### The clock network

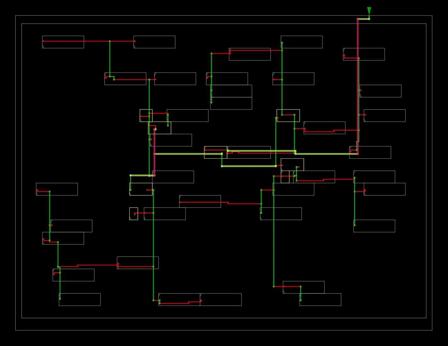
### Signal metal coverage by tile

Bar = 20 um. 18 x 14 tiles, from white (low) to dark blue (high), scaled to the fullest tile. Values are wire area over tile area, all layers added.
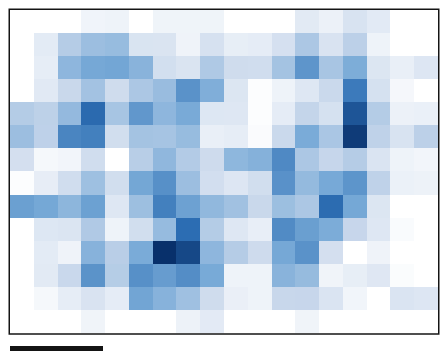
### Clock wires, drivers and flops

Bar = 20 um.
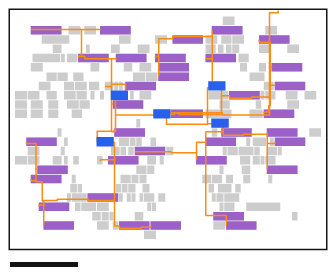
[config.mk]
export PLATFORM = sky130hd
export DESIGN_NAME = hamming_tx_serializer_flat
export DESIGN_NICKNAME = d
export VERILOG_FILES = /design/src/rtl/hamming_tx_serializer_if.sv /design/src/rtl/hamming_tx_serializer.sv /design/src/flat_wrapper.sv
export SDC_FILE = /design/constraint.sdc
export NUM_CORES = 1
export LEC_CHECK = 0
export CAP_MARGIN = 0
export CORE_ASPECT_RATIO = 0.75
export CORE_UTILIZATION = 30
export DETAILED_ROUTE_END_ITERATION = 6
export PLACE_DENSITY_LB_ADDON = 0.05
export SLEW_MARGIN = 40
export SYNTH_ARGS = -nofsm -noshare
export SYNTH_HDL_FRONTEND = slang
export SYNTH_SLANG_ARGS = --single-unit
[constraint.sdc]
create_clock -name clk -period 4.1 [get_ports clk]
set_input_delay 0.82 -clock clk [delete_from_list [all_inputs] [get_ports clk]]
set_output_delay 0.82 -clock clk [all_outputs]
set_load 0.02 [all_outputs]
[src/rtl/hamming_tx_serializer_if.sv]
`default_nettype none
// ============================================================================
// hamming_tx_serializer_if : nibble valid/ready handshake with error-inject
// Rev 1.0
// ============================================================================
interface hamming_tx_serializer_if;
  logic [3:0] data_in;
  logic       data_valid;
  logic       data_ready;
  logic       err_inj_en;
  logic [2:0] err_inj_pos;

  modport master (
    output data_in,
    output data_valid,
    output err_inj_en,
    output err_inj_pos,
    input  data_ready
  );

  modport slave (
    input  data_in,
    input  data_valid,
    input  err_inj_en,
    input  err_inj_pos,
    output data_ready
  );
endinterface
`default_nettype wire

[src/rtl/hamming_tx_serializer.sv]
`default_nettype none
// ============================================================================
// hamming_tx_serializer : Hamming(7,4) encoder with optional single-bit flip,
// sent LSB-first as a UART-style frame (start, 7 data bits, stop).
// Rev 1.0
// ============================================================================
module hamming_tx_serializer #(
  parameter int CLKS_PER_BIT = 4,
  parameter int CNT_W        = 8
) (
  input  wire logic                 clk,
  input  wire logic                 rst_n,
  hamming_tx_serializer_if.slave    bus,
  output logic                      o_tx_out,
  output logic                      o_tx_busy,
  output logic [6:0]                o_word_out,
  output logic                      o_word_valid,
  output logic [CNT_W-1:0]          o_frames_sent
);

  typedef enum logic [1:0] {
    S_IDLE  = 2'd0,
    S_START = 2'd1,
    S_DATA  = 2'd2,
    S_STOP  = 2'd3
  } state_t;

  localparam logic [7:0]       c_baud_last = 8'(CLKS_PER_BIT - 1);
  localparam logic [2:0]       c_last_bit  = 3'd6;
  localparam logic [CNT_W-1:0] c_cnt_one   = {{(CNT_W-1){1'b0}}, 1'b1};

  state_t      r_state;
  logic [7:0]  r_baud;
  logic [2:0]  r_bit;
  logic [6:0]  r_shift;
  logic        r_tx;
  logic [6:0]  r_word;
  logic        r_word_valid;
  logic [CNT_W-1:0] r_frames;

  state_t      w_state_nxt;
  logic [7:0]  w_baud_nxt;
  logic [2:0]  w_bit_nxt;
  logic [6:0]  w_shift_nxt;
  logic        w_tx_nxt;
  logic        w_frame_done;
  logic        w_accept;
  logic        w_baud_done;
  logic [6:0]  w_cw;
  logic [6:0]  w_flip;
  logic [6:0]  w_cw_inj;

  // Codeword layout matches the downstream decoder: parity at 0,1,3.
  always_comb begin
    w_cw    = '0;
    w_cw[2] = bus.data_in[0];
    w_cw[4] = bus.data_in[1];
    w_cw[5] = bus.data_in[2];
    w_cw[6] = bus.data_in[3];
    w_cw[0] = bus.data_in[0] ^ bus.data_in[1] ^ bus.data_in[3];
    w_cw[1] = bus.data_in[0] ^ bus.data_in[2] ^ bus.data_in[3];
    w_cw[3] = bus.data_in[1] ^ bus.data_in[2] ^ bus.data_in[3];
  end

  always_comb begin
    w_flip = '0;
    if (bus.err_inj_en && (bus.err_inj_pos != 3'd7)) begin
      w_flip = 7'(7'b1 << bus.err_inj_pos);
    end
  end

  assign w_cw_inj    = w_cw ^ w_flip;
  assign w_accept    = bus.data_valid && (r_state == S_IDLE);
  assign w_baud_done = (r_baud == c_baud_last);

  always_comb begin
    w_state_nxt  = r_state;
    w_baud_nxt   = r_baud + 8'd1;
    w_bit_nxt    = r_bit;
    w_shift_nxt  = r_shift;
    w_frame_done = 1'b0;
    case (r_state)
      S_IDLE: begin
        w_baud_nxt = '0;
        w_bit_nxt  = '0;
        if (w_accept) begin
          w_state_nxt = S_START;
          w_shift_nxt = w_cw_inj;
        end
      end
      S_START: begin
        if (w_baud_done) begin
          w_state_nxt = S_DATA;
          w_baud_nxt  = '0;
          w_bit_nxt   = '0;
        end
      end
      S_DATA: begin
        if (w_baud_done) begin
          w_baud_nxt = '0;
          if (r_bit == c_last_bit) begin
            w_state_nxt = S_STOP;
          end else begin
            w_bit_nxt   = r_bit + 3'd1;
            w_shift_nxt = {1'b0, r_shift[6:1]};
          end
        end
      end
      S_STOP: begin
        if (w_baud_done) begin
          w_state_nxt  = S_IDLE;
          w_baud_nxt   = '0;
          w_frame_done = 1'b1;
        end
      end
      default: begin
        w_state_nxt = S_IDLE;
        w_baud_nxt  = '0;
      end
    endcase
  end

  // Line level is precomputed from the next state so tx_out comes straight off a flop.
  always_comb begin
    w_tx_nxt = 1'b1;
    case (w_state_nxt)
      S_START: w_tx_nxt = 1'b0;
      S_DATA:  w_tx_nxt = w_shift_nxt[0];
      default: w_tx_nxt = 1'b1;
    endcase
  end

  always_ff @(posedge clk or negedge rst_n) begin
    if (!rst_n) begin
      r_state      <= S_IDLE;
      r_baud       <= '0;
      r_bit        <= '0;
      r_shift      <= '0;
      r_tx         <= 1'b1;
      r_word       <= '0;
      r_word_valid <= 1'b0;
      r_frames     <= '0;
    end else begin
      r_state      <= w_state_nxt;
      r_baud       <= w_baud_nxt;
      r_bit        <= w_bit_nxt;
      r_shift      <= w_shift_nxt;
      r_tx         <= w_tx_nxt;
      r_word_valid <= w_accept;
      if (w_accept) begin
        r_word <= w_cw_inj;
      end
      if (w_frame_done) begin
        r_frames <= r_frames + c_cnt_one;
      end
    end
  end

  assign bus.data_ready = (r_state == S_IDLE);
  assign o_tx_busy      = (r_state != S_IDLE);
  assign o_tx_out       = r_tx;
  assign o_word_out     = r_word;
  assign o_word_valid   = r_word_valid;
  assign o_frames_sent  = r_frames;

endmodule
`default_nettype wire

[src/flat_wrapper.sv]
// flat-port wrapper written by rule: the top's interface ports become plain ports
module hamming_tx_serializer_flat 
#(
  parameter int CLKS_PER_BIT = 4,
  parameter int CNT_W        = 8
)
  (clk, rst_n, o_tx_out, o_tx_busy, o_word_out, o_word_valid, o_frames_sent, bus_data_in, bus_data_valid, bus_err_inj_en, bus_err_inj_pos, bus_data_ready);
  hamming_tx_serializer_if bus_i ();
  input  wire logic clk;
  input  wire logic rst_n;
  output logic o_tx_out;
  output logic o_tx_busy;
  output logic [6:0] o_word_out;
  output logic o_word_valid;
  output logic [CNT_W-1:0] o_frames_sent;
  input wire logic [$bits(bus_i.data_in)-1:0] bus_data_in;
  input wire logic [$bits(bus_i.data_valid)-1:0] bus_data_valid;
  input wire logic [$bits(bus_i.err_inj_en)-1:0] bus_err_inj_en;
  input wire logic [$bits(bus_i.err_inj_pos)-1:0] bus_err_inj_pos;
  output wire logic [$bits(bus_i.data_ready)-1:0] bus_data_ready;
  assign bus_i.data_in = bus_data_in;
  assign bus_i.data_valid = bus_data_valid;
  assign bus_i.err_inj_en = bus_err_inj_en;
  assign bus_i.err_inj_pos = bus_err_inj_pos;
  assign bus_data_ready = bus_i.data_ready;
  hamming_tx_serializer #(.CLKS_PER_BIT(CLKS_PER_BIT), .CNT_W(CNT_W)) u_core (.clk(clk), .rst_n(rst_n), .bus(bus_i), .o_tx_out(o_tx_out), .o_tx_busy(o_tx_busy), .o_word_out(o_word_out), .o_word_valid(o_word_valid), .o_frames_sent(o_frames_sent));
endmodule
==> out/metrics.csv <==
metric,value,unit
Worst Skew,0.00800,ns
Post-CTS Setup Bufs,0,
Area after DPL,0.00224,mm2
reg2reg path depth,5,
CP Capture Type,primary output,
Pre-antenna DRT Iters,4,
IO Port Bufs,29,
Final Hold Fails,0,
routed length per instance,13.7,um
Reg2Reg Setup Slack,1.92,ns
main kind of combinational logic by area,simple AND/OR/NAND/NOR gates,
Critical Path AT,1.87,ns
Vias per Instance,4.78,
critical-path cell list,nor2_1 > clkdlybuf4s50_1,
Synth area leaders,"dfrtp_1 49%, xnor2_1 6.7%, xor2_1 3.8%",
Tot Pwr,0.00141,W
Avg Inst Size Synth,11.1,um2
number of enable flip-flop cells,0,
Starting Density,31.4,%
reg2reg end,u_core.r_shift[2],
sequential cell area share,39.9,%
Gate power share,39.7,%
Std-Cell Rows,24,
Post-DP HPWL,2880,um
Die Size,0.00645,mm2
Final Util,39.7,%
status,"complete, no violations",
routed wl met3,154,um
PD cells,606,mW/mm2
non-clock buffer count,30,
slowest CP cell,clkdlybuf4s50_1,
routed wire length,3810,um
Initial DRC Count,35,
Max Cap Violations,0,
seq pwr,0.000601,W
met1 usage,18.7,%
CTS H-Tree Depth,2,
sequential share of the synthesized area,50.4,%
CTS tree,built,
die width,92.4,um
Setup WS pre-CTS,1.64,ns
sw frac,37.7,%
Die Y,69.8,um
leakage,1.02,nW
Rel. slew slack,61.3,%
clock network area share,3.72,%
syn nets,180,
CTS Buffer Depth,2,
ANT cells,0,
ys cells,165,
## Picture notes: 'The clock network'
clkbuf count: 5
Skew-Pair Late Insertion Delay: 0.28 ns
flip-flops: 37
Power Clock: 0.000248 W

## Picture notes: 'Signal metal coverage by tile'
densest ninth of the die	centre
nearly empty tiles	18%
mean over tiles	0.092

## Picture notes: 'Clock wires, drivers and flops'
[clock-net drivers] blue | count: 5
[clock wires] orange | length: 512 um
[flip-flops] purple | count: 37
flops lie	all over the die
routed clock nets	6

Power is estimated from default activity; no workload was simulated.
